==> config.mk <==
export PLATFORM = sky130hd
export DESIGN_NAME = sub8_pipe
export DESIGN_NICKNAME = d
export VERILOG_FILES = /design/src/rtl/sub8_pkg.sv /design/src/rtl/sub8_pipe_prefix_carry.sv /design/src/rtl/sub8_pipe.sv
export SDC_FILE = /design/constraint.sdc
export NUM_CORES = 1
export LEC_CHECK = 0
export CORE_AREA = 2 2 58 60
export CTS_BUF_LIST = sky130_fd_sc_hd__clkbuf_2
export DETAILED_ROUTE_END_ITERATION = 12
export DIE_AREA = 0 0 60 62
export GPL_TIMING_DRIVEN = 0
export PLACE_DENSITY = 0.8
export SETUP_SLACK_MARGIN = 0.15
export SYNTH_ARGS = -nofsm -noshare
export SYNTH_HDL_FRONTEND = slang
export SYNTH_HIERARCHICAL = 1
export SYNTH_SLANG_ARGS = --single-unit
==> constraint.sdc <==
create_clock -name wb_clk_i -period 3.77 [get_ports wb_clk_i]
set_input_delay 0.377 -clock wb_clk_i [delete_from_list [all_inputs] [get_ports wb_clk_i]]
set_output_delay 0.377 -clock wb_clk_i [all_outputs]
set_load 0.05 [all_outputs]
==> src/rtl/sub8_pkg.sv <==
// Shared types and helpers for the subtractor pipeline and the prefix adder.
package sub8_pkg;

  localparam int WIDTH = 8;

  // Generate/propagate pair for one bit or one prefix group.
  typedef struct packed {
    logic g;
    logic p;
  } gp_t;

  // Merge a higher group (hi) with the adjacent lower group (lo).
  function automatic gp_t prefix_combine(input gp_t hi, input gp_t lo);
    gp_t r;
    r.g = hi.g | (hi.p & lo.g);
    r.p = hi.p & lo.p;
    return r;
  endfunction

endpackage

==> src/rtl/sub8_pipe_prefix_carry.sv <==
// Kogge-Stone carry tree: c_o[i] is the carry into bit i, c_o[N] the carry out.
module prefix_carry
  import sub8_pkg::*;
#(
  parameter int N = 4
) (
  input  logic [N-1:0] g_i,
  input  logic [N-1:0] p_i,
  input  logic         cin_i,
  output logic [N:0]   c_o
);

  gp_t cur [N];
  gp_t nxt [N];

  // Fold cin into bit 0, then log2(N) levels of prefix combining.
  always_comb begin
    for (int i = 0; i < N; i++) begin
      cur[i].g = g_i[i];
      cur[i].p = p_i[i];
    end
    cur[0].g = g_i[0] | (p_i[0] & cin_i);
    nxt = cur;
    for (int d = 1; d < N; d = d * 2) begin
      nxt = cur;
      for (int i = 0; i < N; i++) begin
        if (i >= d) nxt[i] = prefix_combine(cur[i], cur[i-d]);
      end
      cur = nxt;
    end
    c_o[0] = cin_i;
    for (int i = 0; i < N; i++) c_o[i+1] = cur[i].g;
  end

endmodule

==> src/rtl/sub8_pipe.sv <==
// Two-stage pipelined subtractor (a + ~b + 1) with borrow and signed overflow.
// The carry chain is cut at SPLIT: low half resolved in stage 1, high half in stage 2.
module sub8_pipe
  import sub8_pkg::*;
#(
  parameter int WIDTH = sub8_pkg::WIDTH,
  parameter int SPLIT = WIDTH / 2
) (
  input  logic             wb_clk_i,
  input  logic             wb_rst_i,
  input  logic [WIDTH-1:0] a_in,
  input  logic [WIDTH-1:0] b_in,
  input  logic             in_valid,
  output logic             in_ready,
  output logic [WIDTH-1:0] diff,
  output logic             borrow_out,
  output logic             ovf_out,
  output logic             out_valid,
  input  logic             out_ready
);

  localparam int HI = WIDTH - SPLIT;

  logic [WIDTH-1:0] p_in, g_in;
  logic [SPLIT:0]   c_lo;
  logic [HI:0]      c_hi;

  logic             s1_valid_q, s1_valid_d;
  logic [WIDTH-1:0] s1_p_q;
  logic [HI-1:0]    s1_g_hi_q;
  logic [SPLIT-1:0] s1_diff_lo_q;
  logic             s1_c_split_q, s1_a_msb_q, s1_b_msb_q;

  logic             s2_valid_q, s2_valid_d;
  logic [WIDTH-1:0] diff_q, diff_d;
  logic             borrow_q, borrow_d, ovf_q, ovf_d;

  logic             accept, s2_load;

  assign p_in = a_in ^ ~b_in;
  assign g_in = a_in & ~b_in;

  prefix_carry #(.N(SPLIT)) u_lo (
    .g_i   (g_in[SPLIT-1:0]),
    .p_i   (p_in[SPLIT-1:0]),
    .cin_i (1'b1),
    .c_o   (c_lo)
  );

  prefix_carry #(.N(HI)) u_hi (
    .g_i   (s1_g_hi_q),
    .p_i   (s1_p_q[WIDTH-1:SPLIT]),
    .cin_i (s1_c_split_q),
    .c_o   (c_hi)
  );

  // Handshake: s2 drains when empty or downstream ready; the same move frees s1.
  always_comb begin
    s2_load    = s1_valid_q & (~s2_valid_q | out_ready);
    in_ready   = ~s1_valid_q | ~s2_valid_q | out_ready;
    accept     = in_valid & in_ready;
    s1_valid_d = accept | (s1_valid_q & ~s2_load);
    s2_valid_d = s2_load | (s2_valid_q & ~out_ready);
  end

  // Stage-2 result: high half from the second carry tree, flags from the carry out.
  always_comb begin
    diff_d   = {s1_p_q[WIDTH-1:SPLIT] ^ c_hi[HI-1:0], s1_diff_lo_q};
    borrow_d = ~c_hi[HI];
    ovf_d    = (s1_a_msb_q ^ s1_b_msb_q) & (diff_d[WIDTH-1] ^ s1_a_msb_q);
  end

  // Stage 1: capture propagate/generate, low-half result and the split carry.
  always_ff @(posedge wb_clk_i or posedge wb_rst_i) begin
    if (wb_rst_i) begin
      s1_valid_q   <= 1'b0;
      s1_p_q       <= '0;
      s1_g_hi_q    <= '0;
      s1_diff_lo_q <= '0;
      s1_c_split_q <= 1'b0;
      s1_a_msb_q   <= 1'b0;
      s1_b_msb_q   <= 1'b0;
    end else begin
      s1_valid_q <= s1_valid_d;
      if (accept) begin
        s1_p_q       <= p_in;
        s1_g_hi_q    <= g_in[WIDTH-1:SPLIT];
        s1_diff_lo_q <= p_in[SPLIT-1:0] ^ c_lo[SPLIT-1:0];
        s1_c_split_q <= c_lo[SPLIT];
        s1_a_msb_q   <= a_in[WIDTH-1];
        s1_b_msb_q   <= b_in[WIDTH-1];
      end
    end
  end

  // Stage 2: output registers, held while downstream stalls.
  always_ff @(posedge wb_clk_i or posedge wb_rst_i) begin
    if (wb_rst_i) begin
      s2_valid_q <= 1'b0;
      diff_q     <= '0;
      borrow_q   <= 1'b0;
      ovf_q      <= 1'b0;
    end else begin
      s2_valid_q <= s2_valid_d;
      if (s2_load) begin
        diff_q   <= diff_d;
        borrow_q <= borrow_d;
        ovf_q    <= ovf_d;
      end
    end
  end

  assign out_valid  = s2_valid_q;
  assign diff       = diff_q;
  assign borrow_out = borrow_q;
  assign ovf_out    = ovf_q;

endmodule

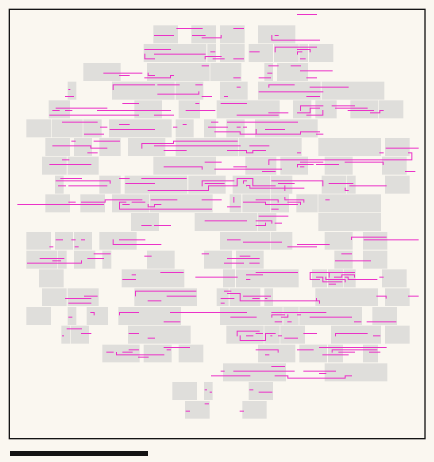
**Above:** run 1 (metal 1).
Scale bar: 20 um. Cells faint in the background.
wire length on this layer	894 um
main direction	horizontal

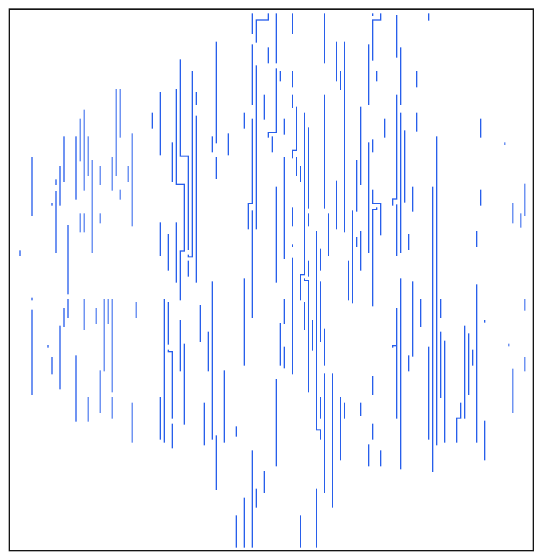
**Above:** run 1 (M2 wires).
nets with wire on the layer	153
share of all routed wire	54%
main direction	vertical
wire length on this layer	1180 um

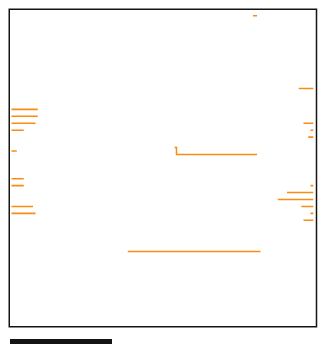
**Above:** run 1 (M3 wires).
Scale bar: 20 um.
share of all routed wire	4.3%
nets with wire on the layer	21

==> impl_metrics.toml, run 1 <==
# physical design summary
[die]
io_pins = 32
core_mm2 = 0.00318
nWellTaps = 46
fp.dieArea_mm2 = 0.00372

[yosys]
synth_cells = 102
synthAdderAreaFrac = 0.0716
synthesis.area_per_instance_um2 = 13.7
muxShareOfSynthArea = 0.226
cell_area_after_technology_mapping_mm2 = 0.00140
synthesis.yosys.warnings = 6
synth-edff-count = 0
top_logic_kind = "multiplexers"
yosys_area_mm2 = 0.00140

[setup_path]
worstSetupStartpoint = "out_ready"
timing.critical_path.to_type = "output port"
worstPathMaxFanout = 3
ff2ff_setup_slack_ns = 1.95
timing.critical_path.to = "in_ready"
cp_data_arrival_time_ns = 1.81
critical_path_start_end_classification = "input port to output port"
critPathRequiredTime_ns = 3.39

[grt]
grt_use_met3 = 0.0124
maximum_number_of_pins_on_one_net_before_global_route_repair = 28
grt_use_met1 = 0.147
congestion_overflow_gr = 0
busiest_metal_layer_after_global_routing = "met2"
via_count_of_the_first_global_routing_pass = 897
grt_first_pass_wirelength_mm = 3.67

[final_timing]
setup_total_negative_slack_ns = 0
finalClockSkew_ns = 0.0117
grt_setup_unrepaired = "false"
hold_viol = 0
final.min_clock_period_ns = 2.18

[finish]
comb_area_um2 = 653
area_delta_synth_final_pct = 28.0
clock_tree_area_fraction = 0.0112
ff_latch_area_um2 = 676
area_dominant_class = "registers"
fin_area_mm2 = 0.00179
final_net_count = 167

[placement]
detailedPlacementHpwl_mm = 1.71

[clock_network]
worst_skew_pair.late_latency_ns = 0.34
post_cts_hold_buffer_count = 0
ctsLongestPathBuffers = 2

[worst_hold_path]
hold_path_class = "input port to asynchronous set/reset pin"

[power]
pwr_density_cell_mw_per_mm2 = 555

[job]
maxCapViolCount = 0

[outcome]
run_status = "finished clean"

[route]
post_drt_via_cell_ratio = 4.67
route.final.wire_length_mm = 2.19
[run 1: power by group]
part | switching, uW | leakage (uW) | internal [uW]
sequential | 47.5 | 0.000319 | 368
combinational | 262 | 0.000560 | 213
clock | 79.2 | 0.0000164 | 24.0
total | 389 | 0.000895 | 605
[run 1: worst max-delay path, stage by stage]
cell                              delay [ns]
sky130_fd_sc_hd__clkdlybuf4s50_1        0.47
sky130_fd_sc_hd__nand3b_4               0.15
sky130_fd_sc_hd__clkdlybuf4s50_1        0.80
[run 1: stage by stage]
stage	hold slack (ns)	setup slack, ns	total power, uW	util	std cells
2_1_floorplan	0.430	2.00	752	-	103
3_3_place_gp	0.486	1.49	892	0.556	180
3_5_place_dp	0.493	1.43	903	0.556	180
4_1_cts	0.541	1.58	1010	0.563	184
5_1_grt	0.567	1.55	1050	0.563	184
6_report	0.529	1.59	994	0.563	184
[run 1: per-layer routing]
layer  vias up  wire (um)
li1        419          -
met1       415        893
met2        23       1180
met3         2         93
met4         0         27
met5         -          0
[run 1: layout by cell type, fill, tap and decap left out, types with 2 or more instances in the layout]
cell type,instances
sky130_fd_sc_hd__a21o_1,8
sky130_fd_sc_hd__mux2_2,13
sky130_fd_sc_hd__buf_4,2
sky130_fd_sc_hd__dfrtp_1,27
sky130_fd_sc_hd__mux2_4,10
sky130_fd_sc_hd__mux2i_1,2
sky130_fd_sc_hd__a31o_1,2
sky130_fd_sc_hd__clkdlybuf4s50_1,31
sky130_fd_sc_hd__conb_1,2
sky130_fd_sc_hd__clkbuf_2,3
sky130_fd_sc_hd__nand2b_1,4
sky130_fd_sc_hd__inv_1,10
sky130_fd_sc_hd__ha_1,8
sky130_fd_sc_hd__xor2_1,7
--- run 2 (diff from run 1) ---
Clock period 3.77 ns to 2.1 ns, I/O delays scaled along.
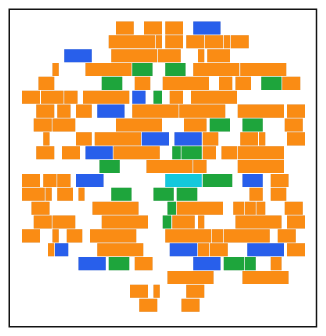
**Above:** run 2 (cell sizes after repair).
color	size	cells	share
blue	x3 and x4	14	10%
cyan	x6 and larger	1	0.72%
orange	x1 and smaller	104	75%
green	x2	19	14%

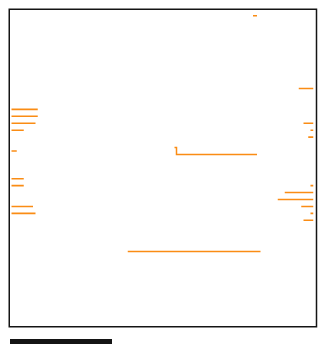
**Above:** run 2 (M3 wires).
Scale bar: 20 um.
wire length on this layer	93.6 um
longest straight run	25.8 um

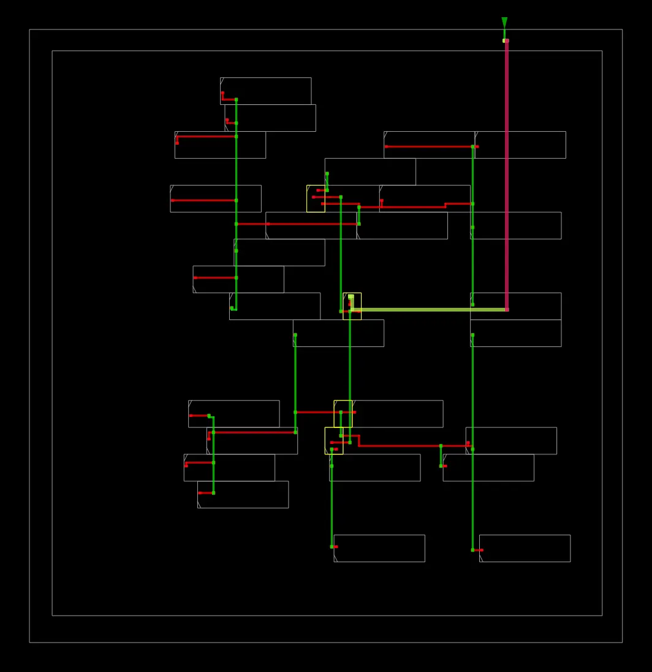
**Above:** run 2 (clock wiring as the flow saved it).
clock insertion delay at the later pin of the skew report: 0.34 ns
num sequential: 27
sink count of the clock tree: 27
total CTS buffers: 3

==> impl_metrics.toml, run 2 <==
# physical design summary
[setup_path]
cp_num_buf_inv = 1
cpLargestDelayFamily = "buffers and inverters"
critPathRequiredTime_ns = 1.89
critical_path_start_end_classification = "register to output port"
timing.critical_path.to_type = "output port"
cp_data_arrival_time_ns = 1.62
critical-path-slowest-cell = "sky130_fd_sc_hd__clkdlybuf4s50_1"
worstPathMaxFanout = 3
crit_path_max_incr_delay_ns = 0.82
critical_path.cell_chain = "clkdlybuf4s50_1"

[clock_network]
ctsLongestPathBuffers = 2

[yosys]
synth.largest_area_cell = "sky130_fd_sc_hd__dfrtp_1"
most_common_cell = "sky130_fd_sc_hd__dfrtp_1"
synthAdderAreaFrac = 0.0716
top_logic_kind = "multiplexers"
synth-edff-count = 0
ys.flop_type = "sky130_fd_sc_hd__dfrtp_1"
yosys_area_mm2 = 0.00140
synthesis.yosys.warnings = 6
fraction_of_synthesized_cell_area_taken_by_the_top_area_cell_type = 0.483
synth_cells = 102
muxShareOfSynthArea = 0.226
synthesis.area_per_instance_um2 = 13.7
yosys-top-cells-area = "sky130_fd_sc_hd__dfrtp_1 (48%), sky130_fd_sc_hd__mux2_4 (11%), sky130_fd_sc_hd__mux2_2 (10%)"
cell_area_after_technology_mapping_mm2 = 0.00140

[power]
pwr_density_cell_mw_per_mm2 = 997
power_uw = 1790
peak_supply_drop_mv = 0.351

[final_timing]
worst_slew_pin_slew_ns = 0.995
setup_total_negative_slack_ns = 0
drv_slew = 0
setup_slack_ns = 0.274
final.min_clock_period_ns = 1.83
grt_setup_unrepaired = "false"
finalClockSkew_ns = 0.0117
max_clock_freq_mhz = 548
hold_viol = 0
holdWs_ns = 0.362

[worst_hold_path]
hold_path_class = "input port to asynchronous set/reset pin"

[finish]
fin_area_mm2 = 0.00180
area_delta_synth_final_pct = 28.5
utilization = 0.565
mostFrequentLayoutCells = "sky130_fd_sc_hd__clkdlybuf4s50_1 (30), sky130_fd_sc_hd__dfrtp_1 (27), sky130_fd_sc_hd__mux2_2 (13)"
layout_top_cell = "sky130_fd_sc_hd__clkdlybuf4s50_1"
final_net_count = 167
fin_cells = 184

[placement]
dp_cells = 180
gp_routability_congestion = 0.729
detailedPlacementHpwl_mm = 1.71
pre_cts_ws_ns = -0.0700

[route]
met3_length_um = 93
dr.max_layer_used = "met4"
drt_pre_antenna_iters = 4
route.met2.wl_mm = 1.18
drcViolationCount = 0
route.final.wire_length_mm = 2.19
route.detailed.wl_per_inst_um = 11.9
met1_length_um = 887
post_drt_via_cell_ratio = 4.68

[grt]
maximum_number_of_pins_on_one_net_before_global_route_repair = 28
busiest_metal_layer_after_global_routing = "met2"
congestion_overflow_gr = 0
globalRouteMet2Util = 0.262
grt_use_met1 = 0.147
via_count_of_the_first_global_routing_pass = 897
grt_use_met3 = 0.0124
grt_first_pass_wirelength_mm = 3.67
antenna_found_initial = 0

[die]
die_h_um = 62
core_mm2 = 0.00318
core.rowCount = 21
initCoreUtil = 0.440
fp.dieArea_mm2 = 0.00372
io_pins = 32

[job]
warning_count = 26
maxCapViolCount = 0

[outcome]
run_status = "finished clean"
-- run 2: cell types whose count changed in the layout (fill, tap and decap cells not counted) --
cell and delta:
sky130_fd_sc_hd__clkdlybuf4s50_1 -1, sky130_fd_sc_hd__dlygate4sd2_1 +1, sky130_fd_sc_hd__xnor2_1 -1, sky130_fd_sc_hd__xnor2_2 +1
-- run 2: where the power goes --
group	leakage [uW]	switching (uW)	internal [uW]
registers	0.000319	86.4	660
clock network	0.0000164	142	43.2
logic	0.000565	472	387
total	0.000900	700	1090
-- run 2: timing repair --
item | CTS | global route
resized | 1 | 1
hold buffers | 0 | 0
setup endpoints to repair | 1 | 1
-- run 2: cell type report --
type | instances | area (um2) | area share
well taps | 46 | 57.6 | 0.0321
clock inverters | 1 | 5.00 | 0.00279
inverters | 10 | 37.5 | 0.0209
repair buffers | 31 | 309 | 0.172
flip-flops and latches | 27 | 676 | 0.376
plain buffers | 3 | 35.0 | 0.0195
multi-input cells | 63 | 661 | 0.368
clock buffers | 3 | 15.0 | 0.00836
-- run 2: path summary, 6_finish.rpt --
kind / start / endpoint / slack [ns] / cells after the start
min reg2reg: borrow_out$_DFFE_PP0P_ / borrow_out$_DFFE_PP0P_ / 0.53 / 2
min in group wb_clk_i: b_in[7] / s1_b_msb_q$_DFFE_PP0P_ / 0.51 / 2
max in group asynchronous: wb_rst_i / s1_g_hi_q[2]$_DFFE_PP0P_ / 1.14 / 2
min: wb_rst_i / borrow_out$_DFFE_PP0P_ / 0.36 / 2
max reg2reg: s1_p_q[4]$_DFFE_PP0P_ / ovf_out$_DFFE_PP0P_ / 0.34 / 6
max: out_valid$_DFF_PP0_ / out_valid / 0.27 / 1
--- run 3 (diff from run 2) ---
Settings changed: ABC_AREA set to 1, PLACE_DENSITY 0.8 to 0.81.
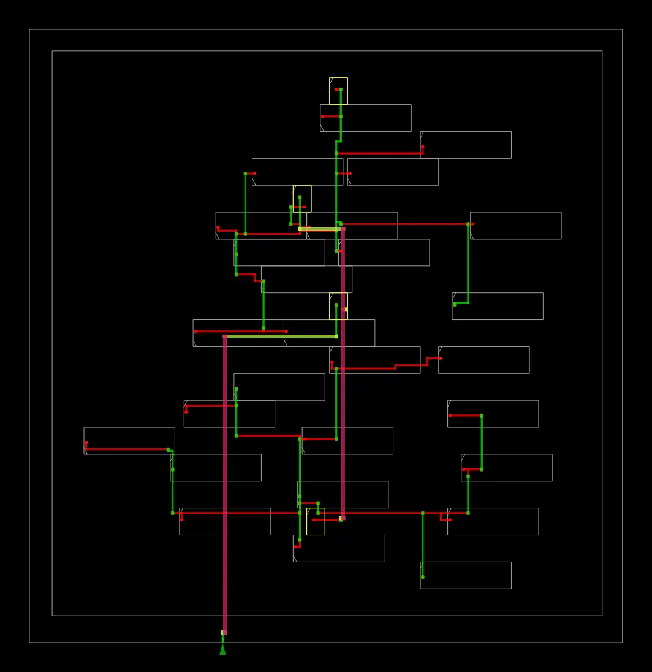
**Above:** run 3 (clock wiring as the flow saved it).
clock group total power: 204 uW
worst clock skew on the final layout: 0.0203 ns
clock buffer count in the final layout: 4
clock insertion delay at the later pin of the skew report: 0.37 ns

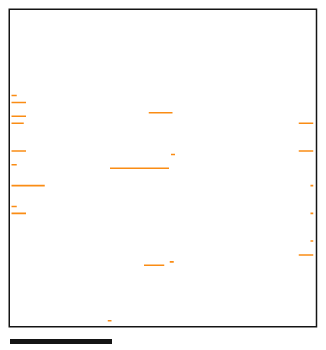
**Above:** run 3 (M3 wires).
Scale bar: 20 um.
main direction	horizontal
nets with wire on the layer	18
share of all routed wire	2.2%

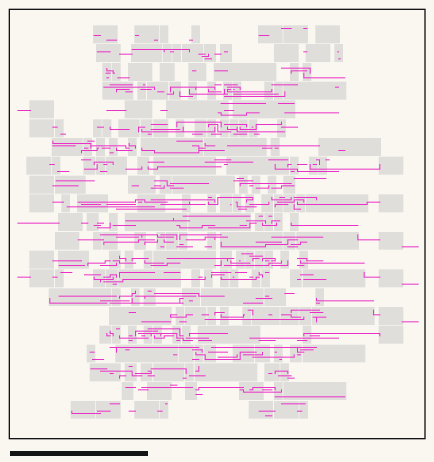
**Above:** run 3 (metal 1).
Scale bar: 20 um. Cells faint in the background.
fraction of met1 tracks used by global routing: 0.193
via count of the routed design: 1086
routed wire length: 2.23 mm

==> impl_metrics.toml, run 3 <==
# physical design summary
[yosys]
synthesis.yosys.warnings = 6
synthesis.area_per_instance_um2 = 8.25
yosys_area_mm2 = 0.00142
synthAdderAreaFrac = 0.0705
synth.largest_area_cell = "sky130_fd_sc_hd__dfrtp_1"
fraction_of_synthesized_cell_area_taken_by_the_top_area_cell_type = 0.476
top_logic_kind = "simple AND/OR/NAND/NOR gates"
yosys-top-cells-area = "sky130_fd_sc_hd__dfrtp_1 (48%), sky130_fd_sc_hd__nand2_1 (17%), sky130_fd_sc_hd__ha_1 (7.1%)"
cell_area_after_technology_mapping_mm2 = 0.00142
synth_cells = 172
muxShareOfSynthArea = 0
synth-edff-count = 0
ys.flop_type = "sky130_fd_sc_hd__dfrtp_1"

[job]
warning_count = 26
maxCapViolCount = 0

[final_timing]
worst_slew_pin_slew_ns = 0.979
setup_total_negative_slack_ns = 0
final.min_clock_period_ns = 1.84
hold_viol = 0
holdWs_ns = 0.317
final-setup-viol-count = 0
max_clock_freq_mhz = 543
drv_slew = 0

[power]
switchingPower_uw = 695
peak_supply_drop_mv = 0.291
seq_power_share = 0.432
pwr-share-comb = 0.446
top_power_group = "combinational cells"
power_switching_share = 0.417
pwr_density_cell_mw_per_mm2 = 923
combinationalPower_uw = 742
power_report.internal_total_uw = 971

[finish]
mostFrequentLayoutCells = "sky130_fd_sc_hd__nand2_1 (65), sky130_fd_sc_hd__clkdlybuf4s50_1 (30), sky130_fd_sc_hd__dfrtp_1 (27)"
largest_register_ffs = 8
fin_cells = 254
comb_area_um2 = 603
ff_latch_area_um2 = 676
layout_top_cell = "sky130_fd_sc_hd__nand2_1"
final_net_count = 237
area_delta_synth_final_pct = 27.2
utilization = 0.568
fin_area_mm2 = 0.00181

[placement]
detailedPlacementHpwl_mm = 1.80
dp_cells = 250
gp_routability_congestion = 0.739

[grt]
via_count_of_the_first_global_routing_pass = 905
congestion_overflow_gr = 0
maximum_number_of_pins_on_one_net_before_global_route_repair = 28
grt_first_pass_wirelength_mm = 3.88
antenna_found_initial = 0

[route]
drt_pre_antenna_iters = 4
drcViolationCount = 0
route.detailed.wl_per_inst_um = 8.80

[die]
initCoreUtil = 0.446
core.rowCount = 21
core_mm2 = 0.00318
die_h_um = 62
fp.dieArea_mm2 = 0.00372

[setup_path]
worstPathMaxFanout = 3
critPathRequiredTime_ns = 1.89
critical_path.cell_chain = "clkdlybuf4s50_1"
cp_num_buf_inv = 1
cpLargestDelayFamily = "buffers and inverters"
cp_data_arrival_time_ns = 1.63
critical-path-slowest-cell = "sky130_fd_sc_hd__clkdlybuf4s50_1"
timing.critical_path.to_type = "output port"
critical_path_start_end_classification = "register to output port"

[outcome]
run_status = "finished clean"

[clock_network]
post_cts_resized = 1
tritoncts_num_sinks = 27
clock-root-buffer = "sky130_fd_sc_hd__clkbuf_2"
cts-buffers-inserted = 3
post_cts_hold_buffer_count = 0
ctsLongestPathBuffers = 2
## run 3: cell types whose count changed in the layout (fill, tap and decap cells not counted), sizes merged, moves of 4 or more
cell | previous run | this run
a21o | 8 | 0
buf | 3 | 7
inv | 10 | 24
mux2 | 23 | 0
nand2 | 2 | 73
nand2b | 4 | 0
nand3 | 0 | 13
o21ai | 0 | 10
xnor2 | 1 | 7
xor2 | 7 | 0
## run 3: metrics by stage
step           worst slack (ns)  power (uW)
6_report                  0.257        1670
5_1_grt                   0.164        1780
4_1_cts                   0.151        1680
3_5_place_dp             0.0195        1480
3_3_place_gp             0.0325        1470
2_1_floorplan             0.742        1240
## run 3: final cells by class
class | instances | area share
sequential | 27 | 0.374
multi-input combinational | 115 | 0.334
timing repair buffer | 31 | 0.169
inverter | 24 | 0.0499
tap | 46 | 0.0319
buffer | 7 | 0.0298
clock buffer | 4 | 0.0111
## run 3: worst paths after layout
path	start	to	slack, ns	cells after the start
worst max-delay path	out_valid$_DFF_PP0_	out_valid	0.26	1
worst min-delay path	wb_rst_i	borrow_out$_DFFE_PP0P_	0.32	2
worst max register to register	s1_p_q[4]$_DFFE_PP0P_	ovf_out$_DFFE_PP0P_	0.81	12
worst min register to register	s1_g_hi_q[1]$_DFFE_PP0P_	s1_g_hi_q[1]$_DFFE_PP0P_	0.51	2
max in group asynchronous	wb_rst_i	s1_a_msb_q$_DFFE_PP0P_	1.18	2
min in group wb_clk_i	b_in[7]	s1_b_msb_q$_DFFE_PP0P_	0.41	3
## run 3: routing by layer
layer,track usage,part of all wire,vias up
met3,0.0186,0.021,5
met4,0.0857,0.026,0
li1,-,-,591
met5,0,0,-
met2,0.214,0.44,22
met1,0.193,0.51,468
Power and IR drop assume default switching activity.
